$ cat src/rtl/wide_add_sequencer.sv
// wide_add_sequencer
// Multi-precision adder controller. One WORDS*SLICE_W-bit addition is done by
// time-sharing an external combinational SLICE_W-bit adder, one slice per
// cycle, LSB slice first. The carry between slices is held in carry_q.
//
// state  | meaning
// -------+-------------------------------------------------------------
// S_IDLE | ready for a new operation, shared adder inputs parked at 0
// S_RUN  | driving slice k into the shared adder, capturing its result
// S_DONE | result valid, held stable until the consumer takes it
module wide_add_sequencer #(
  parameter int WORDS   = 4,
  parameter int SLICE_W = 16
) (
  input  logic                       clk,
  input  logic                       rst_n,
  input  logic                       in_valid,
  output logic                       in_ready,
  input  logic [WORDS*SLICE_W-1:0]   op_a,
  input  logic [WORDS*SLICE_W-1:0]   op_b,
  input  logic                       op_cin,
  output logic                       out_valid,
  input  logic                       out_ready,
  output logic [WORDS*SLICE_W-1:0]   sum,
  output logic                       cout,
  output logic                       ovf,
  output logic [SLICE_W-1:0]         add_a,
  output logic [SLICE_W-1:0]         add_b,
  output logic                       add_cin,
  input  logic [SLICE_W-1:0]         add_sum,
  input  logic                       add_cout
);

  localparam int W  = WORDS * SLICE_W;
  // Keep the slice index at least one bit wide so WORDS=1 still elaborates.
  localparam int KW = (WORDS > 1) ? $clog2(WORDS) : 1;

  typedef enum logic [1:0] {
    S_IDLE = 2'd0,
    S_RUN  = 2'd1,
    S_DONE = 2'd2
  } state_t;

  state_t          state_q, state_d;
  logic [W-1:0]    a_q, a_d;
  logic [W-1:0]    b_q, b_d;
  logic [W-1:0]    sum_q, sum_d;
  logic            cin_q, cin_d;
  logic            carry_q, carry_d;
  logic            cout_q, cout_d;
  logic            ovf_q, ovf_d;
  logic [KW-1:0]   k_q, k_d;
  logic            last_slice;
  int unsigned     base;

  assign last_slice = (k_q == KW'(WORDS - 1));

  // State and datapath registers; reset discards any in-flight operation.
  always_ff @(posedge clk or negedge rst_n) begin
    if (!rst_n) begin
      state_q <= S_IDLE;
      a_q     <= '0;
      b_q     <= '0;
      sum_q   <= '0;
      cin_q   <= 1'b0;
      carry_q <= 1'b0;
      cout_q  <= 1'b0;
      ovf_q   <= 1'b0;
      k_q     <= '0;
    end else begin
      state_q <= state_d;
      a_q     <= a_d;
      b_q     <= b_d;
      sum_q   <= sum_d;
      cin_q   <= cin_d;
      carry_q <= carry_d;
      cout_q  <= cout_d;
      ovf_q   <= ovf_d;
      k_q     <= k_d;
    end
  end

  // Next-state, slice sequencing and shared-adder drive.
  always_comb begin
    state_d = state_q;
    a_d     = a_q;
    b_d     = b_q;
    sum_d   = sum_q;
    cin_d   = cin_q;
    carry_d = carry_q;
    cout_d  = cout_q;
    ovf_d   = ovf_q;
    k_d     = k_q;
    add_a   = '0;
    add_b   = '0;
    add_cin = 1'b0;
    base    = int'(k_q) * SLICE_W;

    case (state_q)
      S_IDLE: begin
        if (in_valid) begin
          a_d     = op_a;
          b_d     = op_b;
          cin_d   = op_cin;
          carry_d = 1'b0;
          k_d     = '0;
          state_d = S_RUN;
        end
      end
      S_RUN: begin
        add_a   = a_q[base +: SLICE_W];
        add_b   = b_q[base +: SLICE_W];
        add_cin = (k_q == '0) ? cin_q : carry_q;
        sum_d[base +: SLICE_W] = add_sum;
        carry_d = add_cout;
        if (last_slice) begin
          cout_d  = add_cout;
          // Signed overflow: operands agree in sign but the result does not.
          ovf_d   = (a_q[W-1] == b_q[W-1]) && (add_sum[SLICE_W-1] != a_q[W-1]);
          k_d     = '0;
          state_d = S_DONE;
        end else begin
          k_d = k_q + 1'b1;
        end
      end
      S_DONE: begin
        if (out_ready) begin
          state_d = S_IDLE;
        end
      end
      default: begin
        state_d = S_IDLE;
      end
    endcase
  end

  assign in_ready  = (state_q == S_IDLE);
  assign out_valid = (state_q == S_DONE);
  assign sum       = sum_q;
  assign cout      = cout_q;
  assign ovf       = ovf_q;

endmodule

$ cat config.mk
export PLATFORM = sky130hd
export DESIGN_NAME = wide_add_sequencer
export DESIGN_NICKNAME = d
export VERILOG_FILES = /design/src/rtl/wide_add_sequencer.sv
export SDC_FILE = /design/constraint.sdc
export NUM_CORES = 1
export LEC_CHECK = 0
export ABC_AREA = 0
export CAP_MARGIN = 20
export CORE_MARGIN = 5
export CORE_UTILIZATION = 45
export CTS_BUF_LIST = sky130_fd_sc_hd__clkbuf_16
export CTS_CLUSTER_DIAMETER = 80
export DETAILED_ROUTE_END_ITERATION = 16
export GPL_TIMING_DRIVEN = 1
export PLACE_DENSITY = 0.76
export SKIP_CTS_REPAIR_TIMING = 1
export SLEW_MARGIN = 20
export SYNTH_ARGS = -nofsm -noshare
export SYNTH_HDL_FRONTEND = slang
export SYNTH_SLANG_ARGS = --single-unit
$ cat constraint.sdc
create_clock -name clk -period 5.3 [get_ports clk]
set_input_delay 0.53 -clock clk [delete_from_list [all_inputs] [get_ports clk]]
set_output_delay 0.53 -clock clk [all_outputs]
set_load 0.02 [all_outputs]
met1.png
Supply wires on this layer in gray.
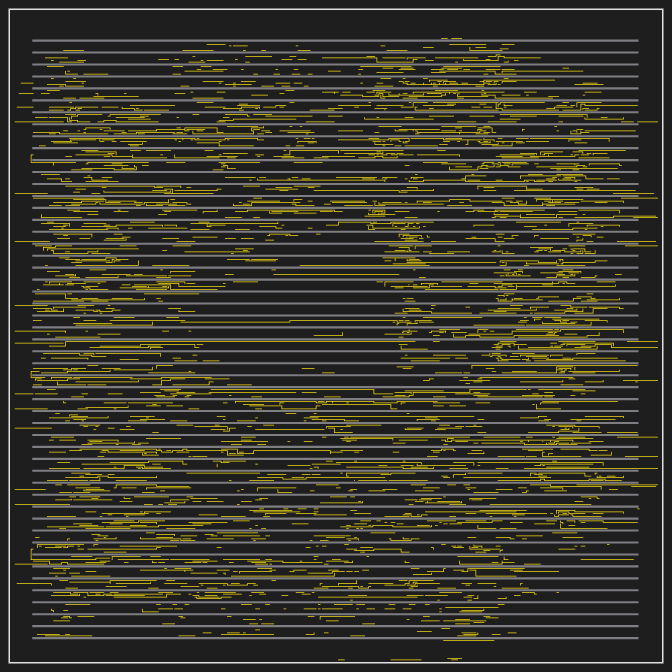
- main direction: horizontal
- wire length on this layer: 8,900 um
GR Util met1: 25.91%
Detailed Route WL: 22.45 mm
routed vias: 5,802

wire_density.png
30 x 30 tiles, from black (low) to pale yellow (high), scaled to the fullest tile. Values are wire area over tile area, all layers added.
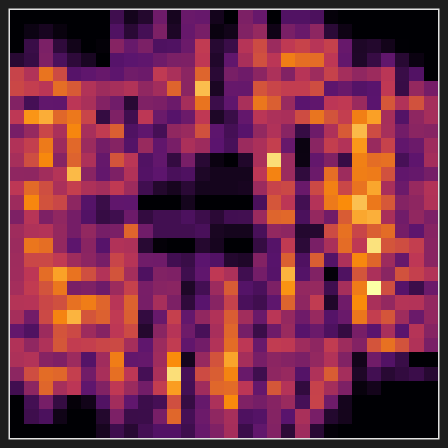
- tiles over half the peak: 23%
- nearly empty tiles: 9.7%
- fullest tile: 0.49
- mean over tiles: 0.17
wire per inst: 20.67 um
gr usage total: 20.73%

==> flow_summary.ini <==
; synthesis and place-and-route metrics
[clock_network]
clockBufferDepth = 2
cts_htree_levels = 4
cts_tree = yes
cts_made_buffers = 17
cts.sinks = 200
clock_latency_ns = 0.43
root_buffer = clkbuf_16
clk_pin_slew_worst_paths_ns = 0.07

[power]
leakagePower_uw = 0.004891
power-per-cell-area_mw_per_mm2 = 639.6
peakVddDrop_uv = 386.3

[sta]
worst_pin_slew_ns = 1.042
finalClockPeriodUsage_pct = 68.52
setup_tns_ns = 0
max_freq_mhz = 275.4
slew_viol_final = 0
rsz0062_at_grt = no
hold_violations = 0
maxSlewHeadroom_pct = 29.99
final-setup-viol-count = 0
finalCriticalPeriod_ns = 3.631
finClkSkew_ns = 0.01208
fin_ws_ns = 1.669

[worst_setup_path]
crit_end = add_a[14]
ff2ff_path_depth = 4
cp.arrival_ns = 3.10
cp_data_required_time_ns = 4.77
reg2reg_to = sum[60]
crit_fanout = 27
endpoint_kind = output pin
critical_path.cell_chain = buf_4 -> mux4_2 -> and2_1 -> clkdlybuf4s50_1
path_delay_family = buffers and inverters
crit_start = k_q[0]
rr_startpoint = k_q[1]
crit_buf_inv = 2
rrSetupSlack_ns = 1.98
cpMaxStageDelayCell = dfrtp_2
worst-setup-path-type = reg -> out
critPathLaunchType = flip-flop
crit_cells = 4
slowest_delay_ns = 0.96

[die]
num_io_pins = 251
die_area_mm2 = 0.02202
initial_core_util_pct = 45.93
die_y_um = 148.4
row_count = 50
die_x_um = 148.4

[placement]
placement.setup.worst_slack_ns = 1.908
portBuffers = 250
place_area_mm2 = 0.01123
place_congestion = 0.8139
dp_hpwl_mm = 16.30

[drt]
postRouteAntennaNets = 0
top_layer_used = met4
drc = 0
wl_met3_mm = 2.094
wl_met2_mm = 10.98
vias_per_cell = 5.343
wl_met1_mm = 8.895
drt_iter0_drc = 265
drt-pass1-iter-count = 4

[worst_hold_path]
hold_class = in -> async

[yosys]
yosys-stat-area_mm2 = 0.008620
async_flop_share_pct = 100.0
ys_types = 28
ys.warnings.count = 0
flop_cell = dfrtp_1
netlist_area_mm2 = 0.008620
ys_seq_share_pct = 58.06
ys.flops = 200
synth.net_count = 758
synth_cells = 603
yosysCellCount = 603
avgSynthCellArea_um2 = 14.29
synth-edff-count = 0

[global_route]
grt_max_degree = 111
grt_most_used_layer = met2
grt_pass1_vias = 6516
overflow = 0
met3_usage_pct = 7.160
grt_pass1_wl_mm = 35.73
antenna_found_initial = 0
use_met2_pct = 34.23

[layout]
antennaDiodeCount = 0
stdcell_area_mm2 = 0.01190
layout-drive-gt1-share_pct = 17.02
area_delta_synth_final_pct = 38.03
layout.nets = 994

[job]
warning_count = 32
maxCapViolations = 0

[status]
status = completed
cell_classes.png
Scale bar: 50 um. Fill, decap, tap and diode cells in gray.
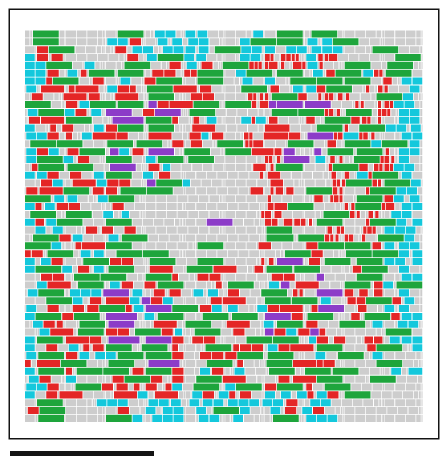
- all other logic: red (cells 362; share of their area 29%)
- clock drivers and dummy loads: purple (cells 32; share of their area 5.5%)
- flops: green (cells 200; share of their area 43%)
- other buffers and delay cells: cyan (cells 258; share of their area 22%)

final_placement.png
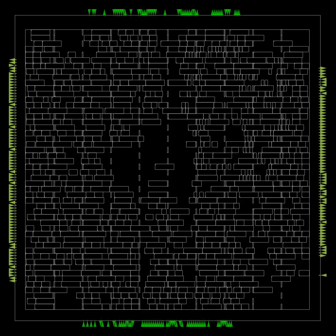
core area: 0.01877 mm2
non-filler cells, final: 1,086
Well-Tap Cells: 234

## cells in the mapped netlist (5+ instances only)
library cell  number  share of area (%)
a22o_1            32                3.3
and2_1            33                2.4
buf_2             14               0.81
buf_6              7               0.91
clkbuf_1          15               0.65
dfrtp_1          200                 58
ha_1               5               0.73
mux2_1            66                8.6
mux2_2            64                8.4
mux4_2            32                8.4
nand2_1           71                3.1
o21ai_0           33                1.9
## through the flow
step           utilization (%)  total power, uW  hold slack (ns)  std cells
2_1_floorplan                -             4810           0.2344        603
3_3_place_gp             59.84             6128           0.4612       1052
3_5_place_dp             59.84             6257           0.4693       1052
4_1_cts                  63.25             7683           0.2592       1084
5_1_grt                  63.39             8057           0.2884       1086
6_report                 63.39             7610           0.2163       1086
## power by group
part	total (uW)	internal, uW	switching (uW)
sequential	2770	2250	519
clock	1400	803	596
combinational	3440	1880	1560
## registers in the layout, indices dropped and copies added (netlist names)
name     flops
a_q         64
b_q         64
sum         64
k_q          2
state_q      2
carry_q      1
cin_q        1
cout         1
ovf          1
## layout make-up
cell class                      count  area [um2]
Tap cell                          234       292.8
Clock inverter                     15       215.2
Sequential cell                   200        5007
Timing Repair Buffer              258        2577
Fill cell                        1380        6870
Inverter                            3       11.26
Multi-Input combinational cell    359        3368
Clock buffer                       17       425.4
## layout by cell type, fill, tap and decap left out, drive strengths merged, types with 18 or more instances in the layout
cell type	instances
mux4	32
clkbuf	18
dfrtp	200
mux2	130
a22o	32
nand2	71
and2	33
clkdlybuf4s50	249
o21ai	35
## logic make-up (layout without fill, tap and decap cells)
family	after synthesis	in the layout	share of synthesized area (%)
buffers and inverters	44	293	2.918
flip-flops	200	200	58.06
multiplexers	163	163	25.46
adder cells (fa/ha/maj)	5	5	0.7258
AND-OR/OR-AND	70	70	5.502
AND/OR/NAND/NOR	121	121	7.331
Power and IR drop assume default switching activity.
